File: src/rtl/program_loader_pkg.sv
// Shared widths, HALT opcode and FSM encoding for the program loader, the CPU
// and the instruction memory, so all three agree on word and address sizes.
package program_loader_pkg;

  localparam int unsigned INSTR_WIDTH         = 16;
  localparam int unsigned IMEM_ADDR_WIDTH     = 11;
  localparam logic [4:0]  HALT_OPCODE_DEFAULT = 5'b00000;

  typedef enum logic [1:0] {
    ST_WAIT_LO = 2'd0,
    ST_WAIT_HI = 2'd1,
    ST_WRITE   = 2'd2,
    ST_DONE    = 2'd3
  } state_e;

endpackage

File: src/rtl/program_loader_byte_pair_assembler.sv
// Holds the low/high byte registers and picks which one a UART byte lands in.
module byte_pair_assembler (
  input  logic        clk,
  input  logic        rst_n,
  input  logic [7:0]  rx_data,
  input  logic        rx_done,
  input  logic        sel_lo,
  input  logic        sel_hi,
  output logic [15:0] word
);

  logic [7:0] lo_q, lo_d;
  logic [7:0] hi_q, hi_d;

  // NOTE: combinational blocks assign every output a default first so no latch is inferred.
  always_comb begin
    lo_d = lo_q;
    hi_d = hi_q;
    if (rx_done && sel_lo) lo_d = rx_data;
    if (rx_done && sel_hi) hi_d = rx_data;
  end

  // NOTE: sequential state uses non-blocking assignments so every flop samples pre-edge values.
  always_ff @(posedge clk or negedge rst_n) begin
    if (!rst_n) begin
      lo_q <= '0;
      hi_q <= '0;
    end else begin
      lo_q <= lo_d;
      hi_q <= hi_d;
    end
  end

  assign word = {hi_q, lo_q};

endmodule

File: src/rtl/program_loader.sv
// Boot loader: assembles UART byte pairs into instruction words and writes them
// to instruction memory until a HALT word is written or the memory is full.
module program_loader
  import program_loader_pkg::*;
#(
  parameter int unsigned B           = INSTR_WIDTH,
  parameter int unsigned W           = IMEM_ADDR_WIDTH,
  parameter logic [4:0]  HALT_OPCODE = HALT_OPCODE_DEFAULT
) (
  input  logic         clk,
  input  logic         reset,
  input  logic         reload,
  input  logic [7:0]   rx_data,
  input  logic         rx_done,
  output logic         wr_en,
  output logic [W-1:0] w_addr,
  output logic [B-1:0] w_data,
  output logic         done,
  output logic         full,
  output logic [W:0]   word_count
);

  localparam logic [W-1:0] LAST_ADDR = '1;

  state_e       state_q, state_d;
  logic [W-1:0] addr_q, addr_d;
  logic [W:0]   count_q, count_d;
  logic         full_q, full_d;
  logic         sel_lo, sel_hi;
  logic         is_halt;

  byte_pair_assembler u_bytes (
    .clk     (clk),
    .rst_n   (reset),
    .rx_data (rx_data),
    .rx_done (rx_done),
    .sel_lo  (sel_lo),
    .sel_hi  (sel_hi),
    .word    (w_data)
  );

  assign is_halt = (w_data[B-1 -: 5] == HALT_OPCODE);

  always_comb begin
    state_d = state_q;
    addr_d  = addr_q;
    count_d = count_q;
    full_d  = full_q;
    sel_lo  = 1'b0;
    sel_hi  = 1'b0;
    unique case (state_q)
      ST_WAIT_LO: begin
        sel_lo = 1'b1;
        if (rx_done) state_d = ST_WAIT_HI;
      end
      ST_WAIT_HI: begin
        sel_hi = 1'b1;
        if (rx_done) state_d = ST_WRITE;
      end
      ST_WRITE: begin
        count_d = count_q + (W+1)'(1);
        if (is_halt) begin
          state_d = ST_DONE;
          full_d  = 1'b0;
        end else if (addr_q == LAST_ADDR) begin
          state_d = ST_DONE;
          full_d  = 1'b1;
        end else begin
          // A byte arriving during the write cycle is the next word's low byte.
          addr_d  = addr_q + W'(1);
          sel_lo  = 1'b1;
          state_d = rx_done ? ST_WAIT_HI : ST_WAIT_LO;
        end
      end
      ST_DONE: ;
      default: state_d = ST_WAIT_LO;
    endcase
    if (reload) begin
      state_d = ST_WAIT_LO;
      addr_d  = '0;
      count_d = '0;
      full_d  = 1'b0;
      sel_lo  = 1'b0;
      sel_hi  = 1'b0;
    end
  end

  always_ff @(posedge clk or negedge reset) begin
    if (!reset) begin
      state_q <= ST_WAIT_LO;
      addr_q  <= '0;
      count_q <= '0;
      full_q  <= 1'b0;
    end else begin
      state_q <= state_d;
      addr_q  <= addr_d;
      count_q <= count_d;
      full_q  <= full_d;
    end
  end

  assign wr_en      = (state_q == ST_WRITE);
  assign done       = (state_q == ST_DONE);
  assign full       = full_q;
  assign w_addr     = addr_q;
  assign word_count = count_q;

endmodule

File: config.mk
export PLATFORM = sky130hd
export DESIGN_NAME = program_loader
export DESIGN_NICKNAME = d
export VERILOG_FILES = /design/src/rtl/program_loader_pkg.sv /design/src/rtl/program_loader_byte_pair_assembler.sv /design/src/rtl/program_loader.sv
export SDC_FILE = /design/constraint.sdc
export NUM_CORES = 1
export LEC_CHECK = 0
export CORE_ASPECT_RATIO = 0.7
export CORE_UTILIZATION = 43
export CTS_CLUSTER_DIAMETER = 100
export DETAILED_ROUTE_END_ITERATION = 10
export GPL_TIMING_DRIVEN = 0
export PLACE_DENSITY = 0.76
export SLEW_MARGIN = 20
export SYNTH_ARGS = -nofsm -noshare
export SYNTH_HDL_FRONTEND = slang
export SYNTH_SLANG_ARGS = --single-unit
export TNS_END_PERCENT = 20
File: constraint.sdc
create_clock -name clk -period 2 [get_ports clk]
set_input_delay 0.4 -clock clk [delete_from_list [all_inputs] [get_ports clk]]
set_output_delay 0.4 -clock clk [all_outputs]
set_load 0.05 [all_outputs]
run_1/cell_density.png
Scale: 4 px per um. 9 x 6 tiles, from black (low) to pale yellow (high), 0 to 100% covered.
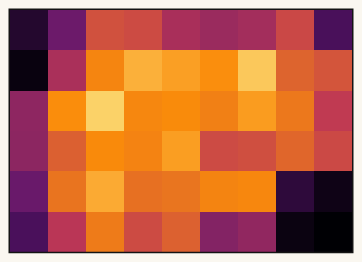
nearly empty tiles: 1.9%
tiles over 75% full: 17%
mean over tiles: 54%
floorplan-stage core utilization: 0.466
Core Region: 4500 um2

run_1/io_placement.png
Scale: 4 px per um. Pins as bars across the die edge, other pins in gray.
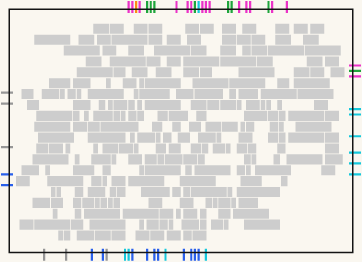
| port | color | pins | direction | edge |
|---|---|---|---|---|
| rx_done | orange | 1 | input | north |
| w_data | magenta | 16 | output | 14 north, 2 east |
| w_addr | cyan | 11 | output | 6 east, 4 south, 1 north |
| rx_data | green | 8 | input | 7 north, 1 east |
| word_count | blue | 12 | output | 10 south, 2 west |
all pins by edge: 23 north, 17 south, 9 east, 5 west
chip width: 85.5 um
die height: 60.5 um

==> qor.csv, run 1 <==
stage,metric,value,unit
logic_synthesis,Synth Area in Compound Gates,0.0989,
critical_path,Crit-path slowest cell,clkdlybuf4s50_1,
cells_and_area,Reg area,1050,um2
critical_path,largest fanout on the critical path,5,
final_timing,worst slew pin tran,0.533,ns
final_timing,crit path time final,1.95,ns
critical_path,"delay-heaviest family, CP",buffers and inverters,
power_and_ir_drop,clk pwr,652,uW
logic_synthesis,Dominant combinational family,simple AND/OR/NAND/NOR gates,
logic_synthesis,Top-area cell share,0.501,
logic_synthesis,Post-synth top cells,"dfrtp_1 (42), mux2_2 (17), nor2_1 (16)",
drt,DR vias,1635,
power_and_ir_drop,worst vdd rail ir drop,0.508,mV
cells_and_area,Top cells excl fill/tap,"dfrtp_1 (40), clkdlybuf4s50_1 (40), mux2_2 (17)",
power_and_ir_drop,leak pwr,1.29,nW
cells_and_area,max FFs per register,12,
logic_synthesis,Syn Area/Cell,11.2,um2
drt,WL met1,2330,um
global_route,most used routing layer,met2,
critical_path,Critical Path End Type,output port,
logic_synthesis,yosys cell count,188,
logic_synthesis,Post-synth EDFFs,0,
cts,clk slew on worst S/H paths,0.08,ns
cells_and_area,Logic Gate Count,133,
worst_hold_path,Worst Hold Class,in -> async,
placement,number of I/O port buffers,53,
outcome,status,finished clean,
logic_synthesis,Synth Cell Area,2100,um2
cells_and_area,design area,2860,um2
placement,"Cell Area, Placed",2720,um2
global_route,initial antenna violation count,0,
placement,DP Worst Slack,-0.342,ns
drt,post-route ant nets,0,
cells_and_area,synthesis-to-finish area growth,36.2,%
power_and_ir_drop,reported sequential group power,1.17,mW
final_timing,Hold Fails Final Rpt,0,
placement,placed insts,297,
power_and_ir_drop,sw frac,0.412,
run_1/clocks.png
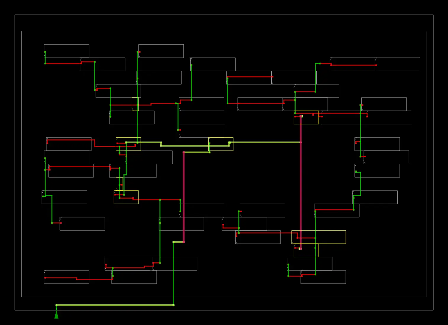
CLK BUF: 7
Num CTS Buffers: 5
clk_skew: 0.00846 ns
registers: 42
Latency at later pin: 0.29 ns

run_1/placement_by_type.png
Scale: 3 px per um.
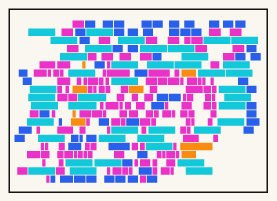
| class | color | cells | share of their area |
|---|---|---|---|
| sequential cells | cyan | 42 | 38% |
| remaining buffers and delay cells | blue | 59 | 22% |
| combinational and other logic | magenta | 141 | 37% |
| clock drivers and dummy loads | orange | 8 | 3.8% |

run_1/wires.png
Scale: 3 px per um.
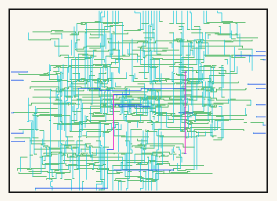

==> inputs of run 2 (changes only) <==
- PLACE_DENSITY: 0.76 -> 0.69
run_2/wires.png
Scale: 3 px per um.
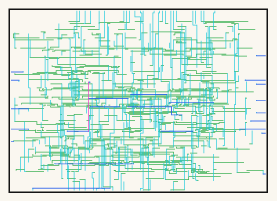
| layer | color | wire length |
|---|---|---|
| metal 1 | green | 2,330 um |
| metal 2 | cyan | 1,960 um |
| metal 4 | magenta | 16.3 um |
| metal 3 | blue | 193 um |
wire per inst: 14.7 um
Total Routed Length: 4510 um
DR vias: 1,621
all-layer global routing usage: 0.192

==> qor.csv, run 2 <==
stage,metric,value,unit,change
outcome,status,finished clean,,unchanged
critical_path,Crit-path slowest cell,clkdlybuf4s50_1,,unchanged
cells_and_area,Top cells excl fill/tap,"clkdlybuf4s50_1 (41), dfrtp_1 (40), mux2_2 (17)",,"was dfrtp_1 (40), clkdlybuf4s50_1 (40), mux2_2 (17)"
critical_path,Bufs and invs on worst path,1,,unchanged
critical_path,startpoint types,register,,unchanged
critical_path,flop-to-flop setup slack,0.14,ns,was 0.06 ns
floorplan,Core Region,4500,um2,unchanged
logic_synthesis,Post-synth EDFFs,0,,unchanged
final_timing,setup ws final,0.0611,ns,was 0.0472 ns
cells_and_area,Reg area,1050,um2,unchanged
final_timing,RSZ-0062 raised after global routing,false,,was true
power_and_ir_drop,reported sequential group power,1.17,mW,about the same
cells_and_area,registers,42,,unchanged
floorplan,chip width,85.5,um,unchanged
placement,placed insts,297,,unchanged
logic_synthesis,Synth Area in Compound Gates,0.0989,,unchanged
final_timing,Hold Fails Final Rpt,0,,unchanged
floorplan,die height,60.5,um,unchanged
logic_synthesis,Post-synth top cells,"dfrtp_1 (42), mux2_2 (17), nor2_1 (16)",,unchanged
logic_synthesis,yosys cell count,188,,unchanged
global_route,vias in the first global route,1506,,"was 1,598"
final_timing,clk_skew,0.00846,ns,about the same
logic_synthesis,YS chip area,2100,um2,unchanged
final_timing,worst slew pin tran,0.518,ns,was 0.533 ns
drt,post-route ant nets,0,,unchanged
critical_path,largest fanout on the critical path,5,,unchanged
logic_synthesis,Yosys top cell by area,dfrtp_1,,unchanged
cells_and_area,synthesis-to-finish area growth,36.5,%,was 36.2%
logic_synthesis,Synth Cell Area,2100,um2,unchanged
placement,number of I/O port buffers,53,,unchanged
cts,clk slew on worst S/H paths,0.08,ns,about the same
floorplan,floorplan-stage core utilization,0.466,,unchanged
worst_hold_path,Worst Hold Class,in -> async,,unchanged
logic_synthesis,Dominant combinational family,simple AND/OR/NAND/NOR gates,,unchanged
global_route,M1 GR Usage,0.289,,was 0.266
drt,WL met1,2330,um,about the same
global_route,grt met3 use,0.0408,,was 0.0422
logic_synthesis,most common cell in the netlist,dfrtp_1,,unchanged
flow_run,reported max-cap violation count,0,,unchanged
power_and_ir_drop,leak pwr,1.30,nW,was 1.29 nW
power_and_ir_drop,sw frac,0.413,,was 0.412
power_and_ir_drop,Sequential Power Share,0.353,,was 0.352
critical_path,CP endpoint,word_count[2],,was word_count[7]
cts,Latency at later pin,0.29,ns,about the same
placement,DP Worst Slack,-0.385,ns,was -0.342 ns
global_route,initial antenna violation count,0,,unchanged
logic_synthesis,syn_nets,206,,unchanged
cells_and_area,Logic Gate Count,133,,unchanged
cells_and_area,combinational share of cell area,0.344,,was 0.350
global_route,most used routing layer,met1,,was met2
placement,"Cell Area, Placed",2720,um2,unchanged
cts,Num CTS Buffers,5,,unchanged
critical_path,FF-to-FF End,u_bytes.lo_q[6],,was u_bytes.lo_q[4]
global_route,total gr overflow,0,,unchanged
cells_and_area,max FFs per register,12,,unchanged
logic_synthesis,Unique cell types,38,,unchanged
critical_path,"delay-heaviest family, CP",buffers and inverters,,unchanged
final_timing,crit path time final,1.94,ns,was 1.95 ns
power_and_ir_drop,worst vdd rail ir drop,0.757,mV,was 0.508 mV
power_and_ir_drop,Gate power share,0.459,,was 0.452
final_timing,Final Cycle Share,0.969,,was 0.976
logic_synthesis,Syn Area/Cell,11.2,um2,unchanged
power_and_ir_drop,clk pwr,621,uW,was 652 uW
cts,PostCTS Resize Cnt,5,,was 7
cells_and_area,CLK BUF,8,,was 7
logic_synthesis,Main synth FF type,dfrtp_1,,unchanged
logic_synthesis,Top-area cell share,0.501,,unchanged
critical_path,Critical Path End Type,output port,,unchanged
logic_synthesis,XORs/XNORs by Area,0.0375,,unchanged
run_2/placement_by_type.png
Scale: 3 px per um.
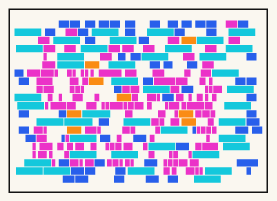
| class | color | cells | share of their area |
|---|---|---|---|
| remaining buffers and delay cells | blue | 61 | 22% |
| combinational and other logic | magenta | 141 | 36% |
| sequential cells | cyan | 42 | 38% |
| clock drivers and dummy loads | orange | 8 | 3.9% |
final core occ: 0.636
Rows: 20
sequential share of cell area: 0.368
design area: 2870 um2

Power and IR drop assume default switching activity.
